Fig. 1: run 1, routing congestion map
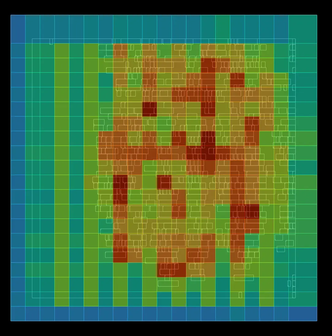
Fig. 2: run 1, routed clock nets over the placement
Drawn at 4 px/um.
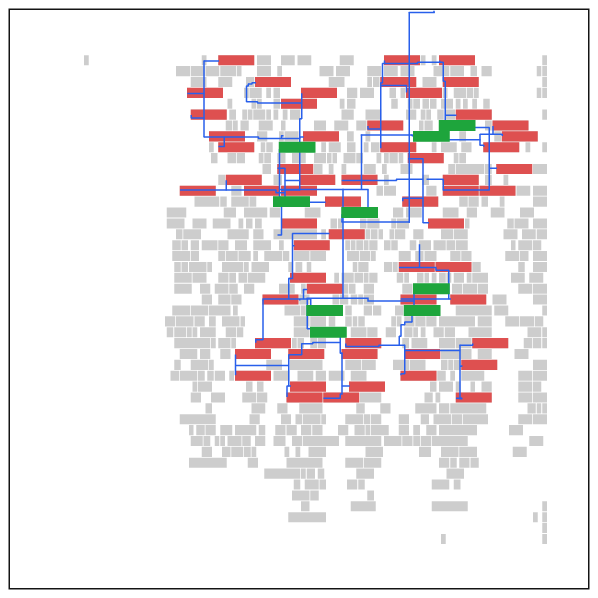
Fig. 3: run 1, floorplan with the power grid
Drawn at 3 px/um. Pins as bars on the die edge.
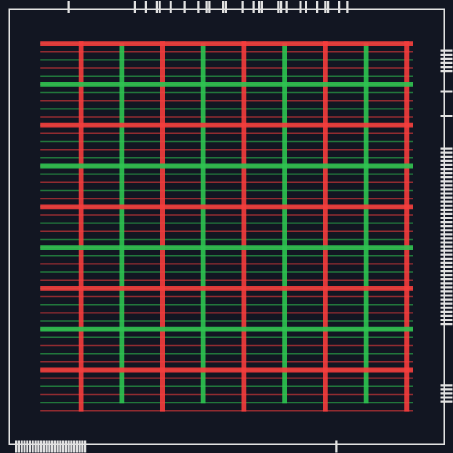
===== src/rtl/intc_pkg.sv =====
// intc_pkg: register word offsets, the "no source" id and the gateway state type shared by the interrupt controller
package intc_pkg;
  localparam int RegEnable = 0;
  localparam int RegThreshold = 1;
  localparam int RegClaim = 2;
  localparam int RegComplete = 3;
  localparam int RegPending = 4;
  localparam int RegInservice = 5;
  localparam int RegPrioBase = 6;
  localparam int NoneId = 0;
  typedef enum logic [1:0] {IDLE, PENDING, INSERVICE} gw_state_e;
endpackage


===== src/rtl/arilla_bus_if.sv =====
// arilla_bus_if: single-cycle register bus (sel, we, addr, wdata from the master; combinational rdata from the slave)
interface arilla_bus_if;
  logic sel;
  logic we;
  logic [31:0] addr;
  logic [31:0] wdata;
  logic [31:0] rdata;
  modport master(output sel, we, addr, wdata, input rdata);
  modport slave(input sel, we, addr, wdata, output rdata);
endinterface


===== src/rtl/intc_gateway.sv =====
// intc_gateway: per-source IDLE/PENDING/INSERVICE gateway; ports clk, rst_n, src, claim_sel, complete_sel, pending, inservice
module intc_gateway
  import intc_pkg::*;
(
  input logic clk,
  input logic rst_n,
  input logic src,
  input logic claim_sel,
  input logic complete_sel,
  output logic pending,
  output logic inservice
);
  gw_state_e state, state_nx;
  always_ff @(posedge clk or negedge rst_n)
    if (!rst_n) state <= IDLE;
    else state <= state_nx;
  always_comb begin
    state_nx = state;
    case (state)
      IDLE: state_nx = src ? PENDING : IDLE;
      PENDING: state_nx = claim_sel ? INSERVICE : PENDING;
      INSERVICE: state_nx = complete_sel ? IDLE : INSERVICE;
      default: state_nx = IDLE;
    endcase
  end
  assign pending = state == PENDING;
  assign inservice = state == INSERVICE;
endmodule


===== src/rtl/periph_mem_interface.sv =====
// periph_mem_interface: decodes a SizeWords register window at BaseAddress; ports bus, hit, wr, word, wdata, rdata
module periph_mem_interface #(
  parameter logic [31:0] BaseAddress = 0,
  parameter int SizeWords = 8,
  parameter int WordBits = $clog2(SizeWords)
) (
  arilla_bus_if.slave bus,
  output logic hit,
  output logic wr,
  output logic [WordBits-1:0] word,
  output logic [31:0] wdata,
  input logic [31:0] rdata
);
  localparam logic [31:0] Span = 32'(SizeWords * 4);
  logic [31:0] off;
  assign off = bus.addr - BaseAddress;
  assign hit = bus.sel && off < Span;
  assign wr = hit && bus.we;
  assign word = off[WordBits+1:2];
  assign wdata = bus.wdata;
  assign bus.rdata = hit ? rdata : '0;
endmodule


===== src/rtl/intc.sv =====
// intc: priority interrupt controller; ports clk, rst_n, src_intr, cpu_irq, bus_interface (arilla register bus), hit
module intc
  import intc_pkg::*;
#(
  parameter logic [31:0] BaseAddress = 0,
  parameter int NumSources = 8,
  parameter int PrioBits = 3
) (
  input logic clk,
  input logic rst_n,
  input logic [NumSources-1:0] src_intr,
  output logic cpu_irq,
  arilla_bus_if.slave bus_interface,
  output logic hit
);
  localparam int SizeWords = 2 ** $clog2(6 + NumSources);
  localparam int WordBits = $clog2(SizeWords);
  logic wr;
  logic [WordBits-1:0] word;
  logic [31:0] wi, wdata, rdata;
  logic [NumSources-1:0] enable, pending, inservice, claim_sel, complete_sel;
  logic [PrioBits-1:0] threshold, best_prio, win_prio;
  logic [PrioBits-1:0] prio [NumSources];
  logic [4:0] claimed, best_id, win_id;
  logic claim_wr, complete_wr, unused_bits;
  periph_mem_interface #(.BaseAddress(BaseAddress), .SizeWords(SizeWords), .WordBits(WordBits)) u_mem (
    .bus(bus_interface), .hit(hit), .wr(wr), .word(word), .wdata(wdata), .rdata(rdata)
  );
  assign wi = 32'(word);
  assign claim_wr = wr && wi == RegClaim;
  assign complete_wr = wr && wi == RegComplete;
  assign unused_bits = ^{wdata, best_prio};
  for (genvar i = 0; i < NumSources; i++) begin : g_gw
    intc_gateway u_gw (
      .clk(clk), .rst_n(rst_n), .src(src_intr[i]),
      .claim_sel(claim_sel[i]), .complete_sel(complete_sel[i]),
      .pending(pending[i]), .inservice(inservice[i])
    );
  end
  // strict '>' keeps the lowest index on priority ties
  always_comb begin
    win_id = 5'(NoneId);
    win_prio = '0;
    claim_sel = '0;
    complete_sel = '0;
    for (int i = 0; i < NumSources; i++) begin
      if (pending[i] && enable[i] && prio[i] > threshold && prio[i] > win_prio) begin
        win_id = 5'(i + 1);
        win_prio = prio[i];
      end
      claim_sel[i] = claim_wr && best_id == 5'(i + 1) && pending[i] && enable[i];
      complete_sel[i] = complete_wr && wdata[4:0] == 5'(i + 1);
    end
  end
  always_comb begin
    rdata = '0;
    case (wi)
      RegEnable: rdata[NumSources-1:0] = enable;
      RegThreshold: rdata[PrioBits-1:0] = threshold;
      RegClaim: rdata[4:0] = claimed;
      RegPending: rdata[NumSources-1:0] = pending;
      RegInservice: rdata[NumSources-1:0] = inservice;
      default: rdata = '0;
    endcase
    for (int i = 0; i < NumSources; i++)
      if (wi == 32'(RegPrioBase + i)) rdata[PrioBits-1:0] = prio[i];
  end
  always_ff @(posedge clk or negedge rst_n)
    if (!rst_n) begin
      enable <= '0;
      threshold <= '0;
      claimed <= '0;
      best_id <= '0;
      best_prio <= '0;
      cpu_irq <= 1'b0;
      for (int i = 0; i < NumSources; i++) prio[i] <= '0;
    end else begin
      best_id <= win_id;
      best_prio <= win_prio;
      cpu_irq <= best_id != 5'(NoneId);
      if (claim_wr) claimed <= |claim_sel ? best_id : 5'(NoneId);
      if (wr && wi == RegEnable) enable <= wdata[NumSources-1:0];
      if (wr && wi == RegThreshold) threshold <= wdata[PrioBits-1:0];
      for (int i = 0; i < NumSources; i++)
        if (wr && wi == 32'(RegPrioBase + i)) prio[i] <= wdata[PrioBits-1:0];
    end
endmodule


===== src/flat_wrapper.sv =====
// flat-port wrapper written by rule: the top's interface ports become plain ports
module intc_flat import intc_pkg::*;
#(
  parameter logic [31:0] BaseAddress = 0,
  parameter int NumSources = 8,
  parameter int PrioBits = 3
)
  (clk, rst_n, src_intr, cpu_irq, hit, bus_interface_sel, bus_interface_we, bus_interface_addr, bus_interface_wdata, bus_interface_rdata);
  arilla_bus_if bus_interface_i ();
  input logic clk;
  input logic rst_n;
  input logic [NumSources-1:0] src_intr;
  output logic cpu_irq;
  output logic hit;
  input wire logic [$bits(bus_interface_i.sel)-1:0] bus_interface_sel;
  input wire logic [$bits(bus_interface_i.we)-1:0] bus_interface_we;
  input wire logic [$bits(bus_interface_i.addr)-1:0] bus_interface_addr;
  input wire logic [$bits(bus_interface_i.wdata)-1:0] bus_interface_wdata;
  output wire logic [$bits(bus_interface_i.rdata)-1:0] bus_interface_rdata;
  assign bus_interface_i.sel = bus_interface_sel;
  assign bus_interface_i.we = bus_interface_we;
  assign bus_interface_i.addr = bus_interface_addr;
  assign bus_interface_i.wdata = bus_interface_wdata;
  assign bus_interface_rdata = bus_interface_i.rdata;
  intc #(.BaseAddress(BaseAddress), .NumSources(NumSources), .PrioBits(PrioBits)) u_core (.clk(clk), .rst_n(rst_n), .src_intr(src_intr), .cpu_irq(cpu_irq), .bus_interface(bus_interface_i), .hit(hit));
endmodule

===== config.mk =====
export PLATFORM = sky130hd
export DESIGN_NAME = intc_flat
export DESIGN_NICKNAME = d
export VERILOG_FILES = /design/src/rtl/intc_pkg.sv /design/src/rtl/arilla_bus_if.sv /design/src/rtl/intc_gateway.sv /design/src/rtl/periph_mem_interface.sv /design/src/rtl/intc.sv /design/src/flat_wrapper.sv
export SDC_FILE = /design/constraint.sdc
export NUM_CORES = 1
export LEC_CHECK = 0
export CORE_MARGIN = 10
export CORE_UTILIZATION = 30
export DETAILED_ROUTE_END_ITERATION = 6
export SETUP_SLACK_MARGIN = 0.5
export SYNTH_ARGS = -nofsm -noshare
export SYNTH_HDL_FRONTEND = slang
export SYNTH_SLANG_ARGS = --single-unit
export TNS_END_PERCENT = 1

===== constraint.sdc =====
create_clock -name clk -period 9.5 [get_ports clk]
set_input_delay 1.9 -clock clk [delete_from_list [all_inputs] [get_ports clk]]
set_output_delay 1.9 -clock clk [all_outputs]
set_load 0.005 [all_outputs]

==> flow_metrics.py, run 1 <==
# Synthesis and PnR figures
metrics = {
    "floorplan": {
        "chipWidth_um": 144,
    },
    "place": {
        "post-dp-hpwl_mm": 11.6,
        "place_ws_ns": -0.317,
        "place_inst": 780,
    },
    "global_route": {
        "grt_max_degree": 61,
        "grt_first_pass_wirelength_mm": 23.7,
    },
    "yosys": {
        "edf_count": 0,
        "synth_flops": 60,
        "xor_share_pct": 0,
        "netlist_area_um2": 4650,
        "yosys_area_um2": 4650,
        "syn_inst": 524,
        "top_area_share_pct": 32.3,
        "ys_sh_adder_pct": 11.3,
    },
    "setup_path": {
        "critPathCapture": "u_core.best_id[0]",
        "crit_start": "u_core.threshold[2]",
        "arrival_ns": 9.02,
        "startpoint_type": "flip-flop",
        "cp-end-kind": "flip-flop",
        "cp.required_ns": 9.72,
    },
    "power_and_ir_drop": {
        "power_density_nw_per_um2": 100,
        "finalPower_uw": 630,
    },
    "cts": {
        "cts_made_buffers": 9,
    },
    "timing": {
        "finalCriticalPeriod_ns": 8.81,
        "whs_ns": 0.451,
        "worstMarginPinSlew_ns": 1.16,
        "fmax_mhz": 114,
    },
    "route": {
        "dr_total_vias": 4486,
        "ant_nets": 0,
    },
    "job": {
        "warnings": 53,
    },
    "finish": {
        "fill_cells": 1473,
    },
    "status": {
        "status": "finished, final reports clean",
    },
    "worst_hold_path": {
        "hold_path_depth": 1,
    },
}
## Picture notes: Fig. 1
fin util: 41.3%
routing usage on met2: 23.9%
WL/cell: 19.1 um
met1 usage: 17.5%

## Picture notes: Fig. 2
- clock wires: blue (length 828 um)
- flip-flops: red (count 60)
- clock drivers: green (count 9)
- routed clock nets: 10
share of total power in the clock network: 50.8%
Post-Route Skew: 0.00815 ns
clk_lat worst skew: 0.32 ns
clock distribution power: 320 uW

## Picture notes: Fig. 3
- VSS: red
- VDD: green
- rows: 45
- met1 rails: 46
- met4 straps: 9
die height: 144 um
Peak VDD IR: 74.4 uV

==> run 1: where the power goes <==
group | internal, uW | switching [uW]
Clock | 203 | 117
Combinational | 24.0 | 26.1
Sequential | 258 | 2.30
==> run 1: critical path: cells and delay by family (launching register included) <==
kind | cells | cell delay (ns)
DFF | 1 | 0.39
buffers and inverters | 4 | 0.37
muxes | 3 | 0.70
AOI/OAI and AO/OA | 19 | 3.53
adders and majority gates | 8 | 2.02
and+or+nand+nor | 13 | 1.65
==> run 1: layout by cell type, fill, tap and decap left out, types with 6 or more instances in the layout <==
cell type / n
a21oi_1: 24
and3_1: 7
buf_4: 39
clkbuf_16: 9
clkdlybuf4s50_1: 58
conb_1: 24
dfrtp_1: 60
ha_1: 29
ha_4: 11
inv_1: 21
mux2_2: 28
nand2_1: 36
nand2b_1: 6
nand3_1: 22
nand3b_1: 11
nor2_1: 45
nor2b_1: 9
nor3_1: 19
nor4_1: 11
o21a_1: 7
o21ai_0: 20
==> run 1: what timing repair did <==
action,CTS,global route
gates resized,23,46
pin swaps,12,32
buffers inserted,8,6
endpoints found under the setup margin,4,4
==> run 1: flip-flops by register name, summed over array words and instances, names as in the netlist <==
signal,flops
u_core.best_id,4
u_core.prio,24
u_core.claimed,4
u_core.threshold,3
u_core.g_gw.u_gw.state,16
u_core.enable,8
u_core.cpu_irq,1
==> run 1: per-layer routing <==
layer  vias to the layer above  wire (um)  global-route usage (%)
met4                         0        381                    4.79
met3                        24       1260                    2.98
met1                      2186       6460                    17.5
met5                         -          0                       0
li1                       2096          -                       -
met2                       180       7350                    23.9
==> run 1: cell type report <==
cell class	count	area share, %
multi-input combinational	423	52.1
timing repair buffer	98	14.0
tap	188	3.75
clock inverter	6	1.02
sequential	60	23.9
clock buffer	10	3.65
inverter	25	1.50
==> run 2, diff against run 1 <==
- DONT_BUFFER_PORTS: unset -> 1
==> run 2 against run 1 <==
Compared with the run above:
- sequential share of layout area increased by 1.4 points
- register-to-register slack got worse by 0.26 ns
- worst setup slack got worse by 0.26 ns
- synthesized area unchanged
- synthesized cell count unchanged
- clock-buffer cell count decreased by 1
- routed wire length increased by 5.3%
- critical endpoint unchanged
==> flow_metrics.py, run 2 <==
# Synthesis and PnR figures
metrics = {
    "status": {
        "status": "finished, final reports clean",
    },
    "setup_path": {
        "arrival_ns": 9.30,
        "startpoint_type": "flip-flop",
        "cp_num_buf_inv": 29,
        "critPathCapture": "u_core.best_id[0]",
        "cp.depth": 54,
        "crit_start": "u_core.prio[23]",
        "cp.required_ns": 9.73,
    },
    "place": {
        "post-dp-hpwl_mm": 11.2,
        "place_inst": 714,
    },
    "worst_hold_path": {
        "hold_path_depth": 1,
    },
    "route": {
        "ant_nets": 0,
        "wire_per_inst_um": 21.0,
        "dr_total_vias": 4523,
    },
    "finish": {
        "reg_top3": "u_core.prio: 24 flops, u_core.g_gw.u_gw.state: 16 flops, u_core.enable: 8 flops",
        "largest_register_ffs": 24,
    },
    "yosys": {
        "synth_flops": 60,
        "netlist_area_um2": 4650,
        "syn_inst": 524,
        "edf_count": 0,
    },
    "cts": {
        "clock_latency_ns": 0.34,
    },
    "global_route": {
        "grt_max_degree": 61,
    },
    "timing": {
        "fmax_mhz": 110,
    },
}
## run 2: per-stage QoR
stage / setup slack, ns / total power [uW] / area (um^2) / TNS, ns / util, %
after floorplan: 0.591 / 288 / 4730 / 0 / -
after global placement: -0.0535 / 281 / 4860 / -0.136 / 32.0
after detailed placement: -0.324 / 281 / 4860 / -1.16 / 32.0
after CTS: 0.511 / 637 / 5580 / 0 / 36.7
after global routing: 0.190 / 652 / 5940 / 0 / 39.0
final: 0.433 / 635 / 5940 / 0 / 39.0
## run 2: kinds of logic (layout without fill, tap and decap cells)
family / count (synthesis) / after routing / synth area share, %
simple gates: 204 / 204 / 22.7
compound gates: 118 / 118 / 17.7
flops: 60 / 60 / 32.3
other cells: 1 / 24 / 0.0807
mux: 35 / 35 / 8.61
fa+ha+maj: 42 / 42 / 11.3
buf+inv: 64 / 103 / 7.35
## run 2: metal layers
layer | vias up | global-route usage, % | share of wire, %
met1 | 2189 | 17.1 | 40
met4 | 0 | 6.28 | 4.0
li1 | 2026 | - | -
met3 | 56 | 2.56 | 7.9
met5 | - | 0 | 0
met2 | 252 | 24.5 | 48
## run 2: where the power goes
group / total [uW] / internal, uW / switching [uW]
Clock: 357 / 231 / 126
Combinational: 17.6 / 6.64 / 11.0
Sequential: 260 / 258 / 2.74
Total: 635 / 495 / 140
## run 2: area by class of cell
cell class	instances	area share [%]
tap	188	3.96
inverter	25	1.58
sequential	60	25.3
timing repair buffer	62	8.35
clock buffer	9	3.79
clock inverter	7	1.67
multi-input combinational	423	55.4
## run 2: what timing repair did
item,in CTS,in global routing
pin swaps,10,33
endpoints found under the hold margin,0,0
endpoints found under the setup margin,4,4
buffers inserted,36,8
resized,26,52
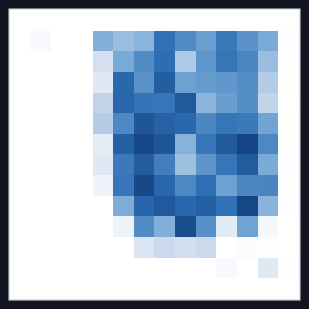
Fig. 4. Placement density heat map (run 2).
Drawn at 2 px/um. 14 x 14 tiles, from white (low) to dark blue (high), 0 to 100% covered.
- densest ninth of the die: centre
- emptiest ninth of the die: south-west
- fullest tile: 91%
- mean over tiles: 27%
- tiles over 75% full: 12%
- nearly empty tiles: 52%
fin util: 39.0%
core box area: 15200 um^2
FP Util: 30.6%

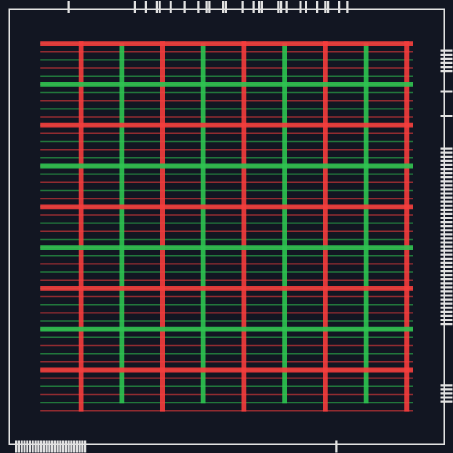
Fig. 5. Floorplan with the power grid (run 2).
Drawn at 3 px/um. Pins as bars on the die edge.
- VSS: red
- VDD: green
- rows: 45
- met5 straps: 9
- met4 straps: 9
Die Wd: 144 um
Peak VDD IR: 93.7 uV

==> run 3, diff against run 2 <==
- CTS_CLUSTER_DIAMETER: unset -> 200
- REMOVE_ABC_BUFFERS: unset -> 1
==> run 3 against run 2 <==
Compared with the run above:
- worst setup slack gained 0.12 ns
- first-iteration DRC count shrank 7.7%
- critical endpoint is now u_core.best_id[1]
- register-to-register slack gained 0.12 ns
- largest power group unchanged
- largest cell class unchanged
- critical path type unchanged
- fmax grew 1.3%
- routed wire length shrank 0.78%
- clock skew shrank 0.0044 ns
- utilization grew 0.57 points
- non-clock buffer count grew 12
==> flow_metrics.py, run 3 <==
# Synthesis and PnR figures
metrics = {
    "status": {
        "status": "finished, final reports clean",
    },
    "route": {
        "wire_per_inst_um": 20.6,
    },
    "setup_path": {
        "cp.required_ns": 9.69,
        "startpoint_type": "flip-flop",
        "cp_num_buf_inv": 8,
    },
    "power_and_ir_drop": {
        "switching_share_pct": 20.7,
        "comb_power_share_pct": 2.7,
        "finalPower_uw": 642,
        "p_int_uw": 509,
        "p_clk_share_pct": 56.8,
        "switchingPower_uw": 133,
    },
    "place": {
        "place_area_um2": 4920,
        "place_inst": 721,
    },
    "timing": {
        "fin_setup_tns_ns": 0,
        "fmax_mhz": 112,
    },
    "finish": {
        "lay_top_count": "buf_4",
        "utilization_pct": 39.6,
    },
    "yosys": {
        "synth_flops": 60,
        "xor_share_pct": 0,
        "top_area_share_pct": 32.3,
        "yosys_area_um2": 4650,
        "netlist_area_um2": 4650,
    },
    "floorplan": {
        "chipWidth_um": 144,
    },
    "job": {
        "warnings": 53,
    },
}
run 3: cell counts after synthesis:
No cell type changed its count.
run 3: area by class of cell:
class	instances	area, um^2
fillers	1461	9180
multi-input cells	423	3260
flip-flops and latches	60	1500
repair buffers	74	597
clock buffers	13	260
well taps	188	235
inverters	25	93.8
clock inverters	3	68.8
run 3: worst max path at each step:
stage                     slack, ns                 from  cells after the start                end
after CTS                      0.46  u_core.threshold[1]                     49  u_core.best_id[2]
after detailed placement      -0.15      u_core.prio[21]                     45  u_core.best_id[0]
after floorplan                0.62  u_core.threshold[2]                     44  u_core.best_id[0]
after global placement         0.16      u_core.prio[21]                     45  u_core.best_id[0]
after global routing           0.18  u_core.threshold[2]                     49  u_core.best_id[0]
final                          0.55  u_core.threshold[2]                     48  u_core.best_id[1]
run 3: repair_timing:
item                                   CTS  global route
cloned                                   0             0
gates resized                           23            57
setup buffers                           34            15
setup endpoints to repair                4             4
endpoints found under the hold margin    0             0
pin swaps                                8            38
run 3: power by group through the flow:
stage	Combinational (uW)	Clock (uW)	Sequential [uW]
6_report	17.6	364	260
3_5_place_dp	16.8	0	264
5_1_grt	20.0	379	260
3_3_place_gp	16.7	0	264
4_1_cts	16.9	368	260
2_1_floorplan	13.7	0	264
run 3: metal layers:
layer | track usage (%) | part of all wire, % | vias up
met3 | 3.61 | 8.3 | 42
met5 | 0 | 0 | -
met4 | 5.32 | 3.0 | 0
met1 | 17.1 | 40 | 2168
met2 | 24.5 | 49 | 186
li1 | - | - | 2039
run 3: cells by family (layout without fill, tap and decap cells):
group | after synthesis | after routing
simple gates | 204 | 204
compound gates | 118 | 118
buf+inv | 64 | 115
flops | 60 | 60
fa+ha+maj | 42 | 42
mux | 35 | 35
other cells | 1 | 24
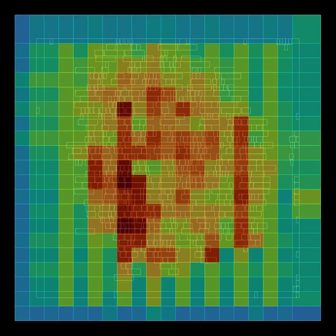
Fig. 6. Routing congestion map (run 3).
Tot GR Track Use: 14.4%
GR peak layer: met2

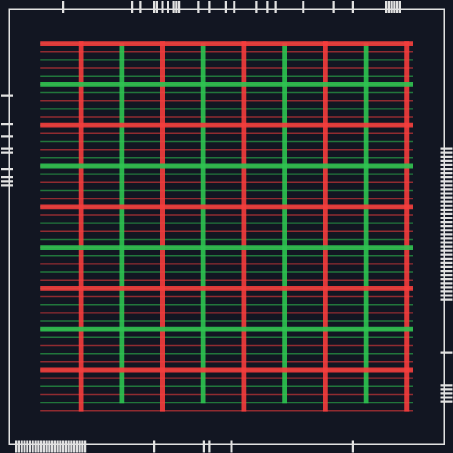
Fig. 7. Floorplan with the power grid (run 3).
Drawn at 3 px/um. Pins as bars on the die edge.
- VSS: red
- VDD: green
- met5 straps: 9
- rows: 45
- met4 straps: 9
- signal pins: 110
- met1 rails: 46
Peak VDD IR: 76.3 uV

No activity file was given, so power comes from the tool's default toggle rates.
